## src/rtl/matrix_sniffer.sv

```systemverilog
// Passive sniffer for a shift-register/latch serial bus, exposing captured frames over Wishbone.
// Optional latch counter at address 9 is built when MATRIX_SNIFFER_STATS_EN is defined.
module matrix_sniffer #(
  parameter int unsigned CHAIN_BITS  = 32,
  parameter int unsigned SYNC_STAGES = 2
) (
  input  logic        clk,
  input  logic        reset,
  input  logic        i_matrix_clk,
  input  logic        i_matrix_latch,
  input  logic        i_matrix_mosi,
  input  logic        i_wb_cyc,
  input  logic        i_wb_stb,
  input  logic        i_wb_we,
  input  logic [3:0]  i_wb_addr,
  input  logic [3:0]  i_wb_sel,
  input  logic [31:0] i_wb_wdata,
  output logic        o_wb_ack,
  output logic        o_wb_stall,
  output logic [31:0] o_wb_rdata
);

  localparam int unsigned CNT_W  = 6;
  localparam int unsigned PTR_W  = 3;
  localparam int unsigned FRAMES = 8;
  localparam logic [CNT_W-1:0] CNT_MAX = '1;

  logic [SYNC_STAGES-1:0] sclk_q, sclk_d, slat_q, slat_d, smosi_q, smosi_d;
  logic                   hclk_q, hclk_d, hlat_q, hlat_d;
  logic [CHAIN_BITS-1:0]  sr_q, sr_d;
  logic [CNT_W-1:0]       cnt_q, cnt_d;
  logic [PTR_W-1:0]       wptr_q, wptr_d;
  logic                   err_q, err_d;
  logic [31:0]            frame_q [FRAMES];
  logic [31:0]            frame_d [FRAMES];
  logic                   ack_q, ack_d;
  logic [31:0]            rdata_q, rdata_d;

  logic        shift_edge_c, latch_edge_c, clear_c, req_c;
  logic [31:0] latch_cnt_c;
  logic        unused_c;

  assign shift_edge_c = sclk_q[SYNC_STAGES-1] & ~hclk_q;
  assign latch_edge_c = slat_q[SYNC_STAGES-1] & ~hlat_q;
  assign req_c        = i_wb_cyc & i_wb_stb;
  assign clear_c      = req_c & i_wb_we & (i_wb_addr == 4'd8) & i_wb_sel[0] & i_wb_wdata[0];
  assign unused_c     = ^{i_wb_sel[3:1], i_wb_wdata[31:1]};

  // Edge capture, frame storage and Wishbone response
  always_comb begin
    sclk_d   = {sclk_q[SYNC_STAGES-2:0], i_matrix_clk};
    slat_d   = {slat_q[SYNC_STAGES-2:0], i_matrix_latch};
    smosi_d  = {smosi_q[SYNC_STAGES-2:0], i_matrix_mosi};
    hclk_d   = sclk_q[SYNC_STAGES-1];
    hlat_d   = slat_q[SYNC_STAGES-1];
    sr_d     = sr_q;
    cnt_d    = cnt_q;
    wptr_d   = wptr_q;
    err_d    = err_q;
    frame_d  = frame_q;
    ack_d    = req_c;
    rdata_d  = '0;

    if (shift_edge_c) begin
      sr_d  = CHAIN_BITS'({sr_q, smosi_q[SYNC_STAGES-1]});
      cnt_d = (cnt_q == CNT_MAX) ? CNT_MAX : cnt_q + CNT_W'(1);
    end
    // Latch sees the post-shift word and count when both edges coincide
    if (latch_edge_c) begin
      frame_d[wptr_q] = 32'(sr_d);
      wptr_d          = wptr_q + PTR_W'(1);
      if (cnt_d != CNT_W'(CHAIN_BITS)) err_d = 1'b1;
      cnt_d           = '0;
    end
    if (clear_c) begin
      err_d  = 1'b0;
      wptr_d = '0;
      cnt_d  = '0;
    end

    if (req_c && !i_wb_we) begin
      case (i_wb_addr)
        4'd0, 4'd1, 4'd2, 4'd3, 4'd4, 4'd5, 4'd6, 4'd7:
                 rdata_d = frame_q[i_wb_addr[PTR_W-1:0]];
        4'd8:    rdata_d = {16'h0, err_q, 1'b0, cnt_q, 5'h0, wptr_q};
        4'd9:    rdata_d = latch_cnt_c;
        default: rdata_d = '0;
      endcase
    end
  end

  always_ff @(posedge clk) begin
    if (!reset) begin
      sclk_q  <= '0;
      slat_q  <= '0;
      smosi_q <= '0;
      hclk_q  <= 1'b0;
      hlat_q  <= 1'b0;
      sr_q    <= '0;
      cnt_q   <= '0;
      wptr_q  <= '0;
      err_q   <= 1'b0;
      ack_q   <= 1'b0;
      rdata_q <= '0;
      for (int i = 0; i < FRAMES; i++) frame_q[i] <= '0;
    end else begin
      sclk_q  <= sclk_d;
      slat_q  <= slat_d;
      smosi_q <= smosi_d;
      hclk_q  <= hclk_d;
      hlat_q  <= hlat_d;
      sr_q    <= sr_d;
      cnt_q   <= cnt_d;
      wptr_q  <= wptr_d;
      err_q   <= err_d;
      ack_q   <= ack_d;
      rdata_q <= rdata_d;
      for (int i = 0; i < FRAMES; i++) frame_q[i] <= frame_d[i];
    end
  end

`ifdef MATRIX_SNIFFER_STATS_EN
  logic [31:0] lcnt_q, lcnt_d;

  always_comb begin
    lcnt_d = lcnt_q;
    if (latch_edge_c) lcnt_d = lcnt_q + 32'd1;
    if (clear_c)      lcnt_d = '0;
  end

  always_ff @(posedge clk) begin
    if (!reset) lcnt_q <= '0;
    else        lcnt_q <= lcnt_d;
  end

  assign latch_cnt_c = lcnt_q;
`else
  assign latch_cnt_c = '0;
`endif

  assign o_wb_ack   = ack_q;
  assign o_wb_rdata = rdata_q;
  assign o_wb_stall = 1'b0;

endmodule
```

## config.mk

```make
export PLATFORM = sky130hd
export DESIGN_NAME = matrix_sniffer
export DESIGN_NICKNAME = d
export VERILOG_FILES = /design/src/rtl/matrix_sniffer.sv
export SDC_FILE = /design/constraint.sdc
export NUM_CORES = 1
export LEC_CHECK = 0
export ABC_AREA = 1
export CORE_MARGIN = 4
export CORE_UTILIZATION = 59
export CTS_CLUSTER_SIZE = 25
export DETAILED_ROUTE_END_ITERATION = 8
export GPL_ROUTABILITY_DRIVEN = 0
export PLACE_DENSITY_LB_ADDON = 0.08
export REMOVE_ABC_BUFFERS = 1
export SYNTH_ARGS = -nofsm -noshare
export SYNTH_HDL_FRONTEND = slang
export SYNTH_SLANG_ARGS = --single-unit
```

## constraint.sdc

```tcl
create_clock -name clk -period 1.9 [get_ports clk]
set_clock_uncertainty 0.15 [all_clocks]
set_input_delay 0.285 -clock clk [delete_from_list [all_inputs] [get_ports clk]]
set_output_delay 0.285 -clock clk [all_outputs]
set_load 0.05 [all_outputs]
```

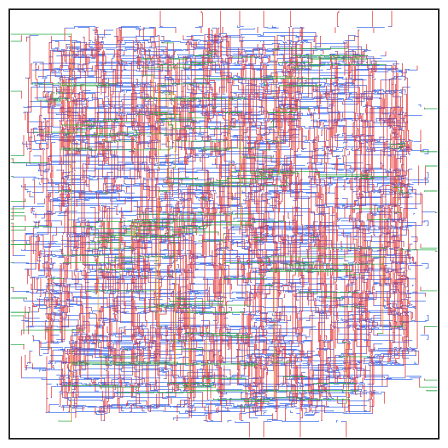
(run_1/wires.png)
colour	layer	wire length
blue	metal 1	17000 um
red	metal 2	18200 um
orange	metal 4	750 um
green	metal 3	2730 um
total global routing track utilization: 28.84%
drt total wl: 38700 um
Routed WL per cell: 17.28 um
total number of vias: 12820

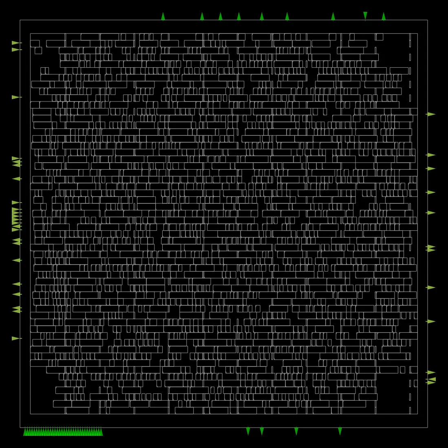
(run_1/placement.png)
number of well taps: 319
post-route non-filler standard cell count: 2240

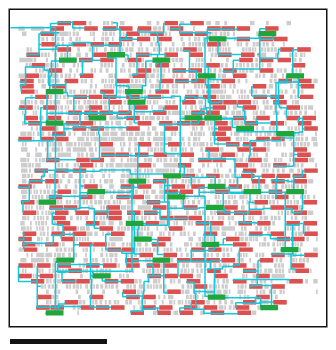
(run_1/clk_routes.png)
Scale bar: 50 um.
[red] flip-flops | count: 339
[green] clock drivers | count: 35
[cyan] clock wires | length: 3780 um
flops lie	spread over the die
worst skew pair latency: 510 ps
clock-net power: 6.52 mW
Clk network pwr share: 43.5%

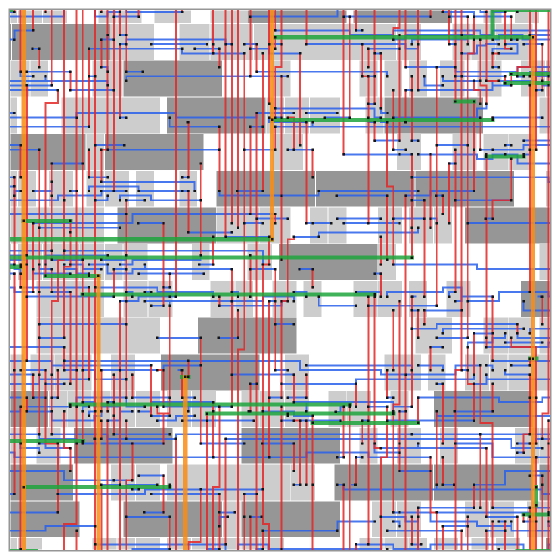
(run_1/detail.png)
Region (62, 29) to (102, 69) um. Cells in grey, sequential cells in the stronger grey; small squares are vias.
colour	layer
green	metal 3
blue	metal 1
orange	metal 4
red	metal 2
most frequent	o21ai_0 (26), nor2_1 (25)
cells with their middle in the window	127
netlist names of flops here include	frame_q (18), sr_q (4)
sequential cells in the window	23

==> flow_summary.ini, run 1 <==
; physical design summary
[run_status]
run_status = completed

[power_and_ir_drop]
finalPower_mw = 15.00

[global_routing]
grt_start_max_net_pins = 134

[worst_setup_path]
timing.critical_path.cells = inv_2 > nor2_4 > inv_2 > nor2_4 > buf_6 > nand2_4 > buf_12 > nor2_1 > a21oi_1 > nor2_1
timing.critical_path.max_delay_family = simple AND/OR/NAND/NOR gates
timing.critical_path.buf_inv = 4
launch_instance_of_the_worst_register_to_register_path = slat_q[1]$_SDFF_PN0_
timing.critical_path.to_type = register
worstPathArrival_ps = 2070

[synthesis]
ys.warnings.count = 0
synth.most_common_cell = sky130_fd_sc_hd__o21ai_0
synth.top_cells.by_count = 359 x sky130_fd_sc_hd__o21ai_0, 356 x sky130_fd_sc_hd__nor2_1, 339 x sky130_fd_sc_hd__dfxtp_1
synth.top_cell.area_share_pct = 47.76
synth_area_mm2 = 0.01421
ys.flop_type = sky130_fd_sc_hd__dfxtp_1

[finish]
max_flop_register = frame_q
final_common_cell = sky130_fd_sc_hd__nor2_1
antenna_cells_inserted = 0
buffers_outside_the_clock_class = 120
n_clock_buffer = 55
n_sequential_cell = 339

[worst_hold_path]
hold-path-endpoint = sclk_q[0]$_SDFF_PN0_

[drt]
route.detailed.vias_per_inst = 5.724
first_iter_violations = 1272

[clock_network]
clockBufferDepth = 3
clock-sinks = 339
post-cts-setup-buffers = 4

[placement]
port_buffers = 46
dpl.hpwl_um = 22510
place_area_mm2 = 0.01499

[final_timing]
maxSlewHeadroom_pct = 63.64
timing_max_transition_violations_final = 0

[floorplanning]
core_utilization_before_placement_pct = 60.17

[job]
openroad_warnings = 61
[run 1: power by group]
part	switching [mW]	leakage (nW)	internal [mW]	total (mW)
Combinational	0.814	2.95	0.404	1.22
Clock	2.69	0.535	3.83	6.52
Sequential	0.0532	2.74	7.21	7.26
[run 1: worst min-delay path: stages]
cell and delay (ps):
sky130_fd_sc_hd__clkdlybuf4s50_1 400, sky130_fd_sc_hd__nand2_1 60, sky130_fd_sc_hd__inv_1 30
[run 1: metal layers]
layer  part of all wire, %  vias up  track usage, %
li1                      -     6356               -
met1                    44     5919           39.12
met2                    47      479           48.72
met3                   7.1       68           4.088
met4                   1.9        0           7.434
met5                     0        -               0
==> run 2: changes to the inputs <==
--- a/config.mk
+++ b/config.mk
@@ -7,12 +7,14 @@
 export LEC_CHECK = 0
 export ABC_AREA = 1
 export CORE_MARGIN = 4
-export CORE_UTILIZATION = 59
+export CORE_UTILIZATION = 62
+export CTS_BUF_LIST = sky130_fd_sc_hd__clkbuf_8
 export CTS_CLUSTER_SIZE = 25
 export DETAILED_ROUTE_END_ITERATION = 8
 export GPL_ROUTABILITY_DRIVEN = 0
 export PLACE_DENSITY_LB_ADDON = 0.08
 export REMOVE_ABC_BUFFERS = 1
+export SKIP_LAST_GASP = 1
 export SYNTH_ARGS = -nofsm -noshare
 export SYNTH_HDL_FRONTEND = slang
 export SYNTH_SLANG_ARGS = --single-unit
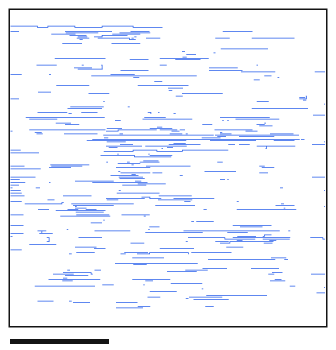
(run_2/layer_met3.png)
Scale bar: 50 um.
longest straight run	104 um
share of all routed wire	8.6%
wire length on this layer	3420 um
nets with wire on the layer	149
drt total wl: 39790 um
fraction of met3 tracks used by global routing: 5.669%
total number of vias: 13180

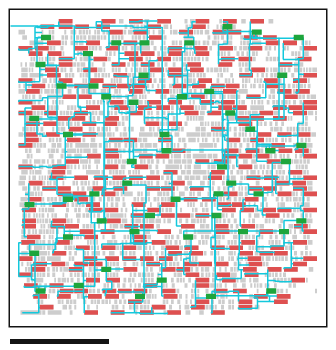
(run_2/clk_routes.png)
Scale bar: 50 um.
[cyan] clock wires | length: 4030 um
[green] clock drivers | count: 53
[red] flip-flops | count: 339
routed clock nets	54
flops lie	spread over the die
Clk network pwr share: 41.9%
worst skew pair latency: 580 ps
clock-net power: 6.12 mW

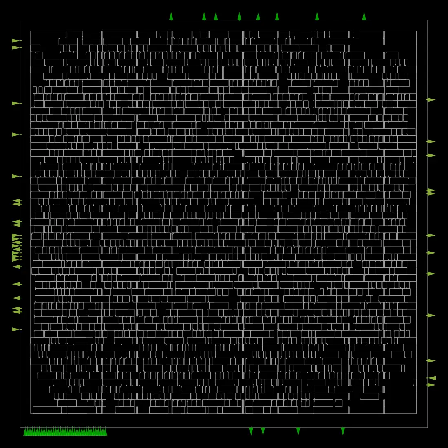
(run_2/placement.png)
core area: 0.02257 mm^2
number of flip-flops and latches: 339
share of the core filled with cells in the final layout: 71.37%
post-route non-filler standard cell count: 2241

==> run 2 against run 1 <==
Net effect: area after synthesis did not move; critical endpoint is now o_wb_ack; register-to-register slack got worse by 40 ps; total power decreased by 2.6%.
==> flow_summary.ini, run 2 <==
; physical design summary
[run_status]
run_status = completed

[worst_setup_path]
timing.critical_path.cells = dlygate4sd2_1
timing.critical_path.to_type = output pin
timing.critical_path.max_delay_family = buffers and inverters
worstPathArrival_ps = 1410

[synthesis]
ys.warnings.count = 0
synth.top_cell.area_share_pct = 47.76
synth.most_common_cell = sky130_fd_sc_hd__o21ai_0
synth.top_cells.by_count = 359 x sky130_fd_sc_hd__o21ai_0, 356 x sky130_fd_sc_hd__nor2_1, 339 x sky130_fd_sc_hd__dfxtp_1
synth_area_mm2 = 0.01421

[power_and_ir_drop]
power_switching_share_pct = 24.95
combinationalPowerShare_pct = 8.4
finalPower_mw = 14.61

[drt]
wl_per_cell_um = 17.75
wl_met2_um = 18340
top_layer = met4

[global_routing]
global_route_met2_usage_pct = 50.33
grt_usage_pct = 30.56
use_met1_pct = 40.32
grt_start_max_net_pins = 177

[finish]
max_flop_register = frame_q

[clock_network]
clock-sinks = 339

[worst_hold_path]
hold-path-endpoint = sclk_q[0]$_SDFF_PN0_

[placement]
port_buffers = 46
dpl.hpwl_um = 23280
place_area_mm2 = 0.01499

[final_timing]
timing_max_transition_violations_final = 0

[job]
openroad_warnings = 62
==> run 2: cell counts after synthesis <==
Identical to the previous run, type by type.
==> run 2: timing repair <==
item                       CTS  global route
pin swaps                    0             1
hold buffers                 1             0
hold endpoints to repair     1             0
setup buffers                0             2
gates resized                6             9
setup endpoints to repair    6            96
==> run 2: cell type report <==
class,count,area share [%]
Sequential cell,339,42.13
Multi-Input combinational cell,1272,38.77
Timing Repair Buffer,122,7.184
Clock buffer,69,5.895
Inverter,131,3.068
Tap cell,285,2.214
Clock inverter,23,0.7379
==> run 2: power by group through the flow <==
stage	Sequential (mW)	Clock (mW)	Combinational (mW)
floorplan	7.43	0	0.709
global placement	7.41	0	1.18
detailed placement	7.42	0	1.19
CTS	7.26	6.20	1.20
global route	7.27	6.51	1.35
finish	7.26	6.12	1.22
Power figures rest on the tool's default switching activity, not on a simulated workload.
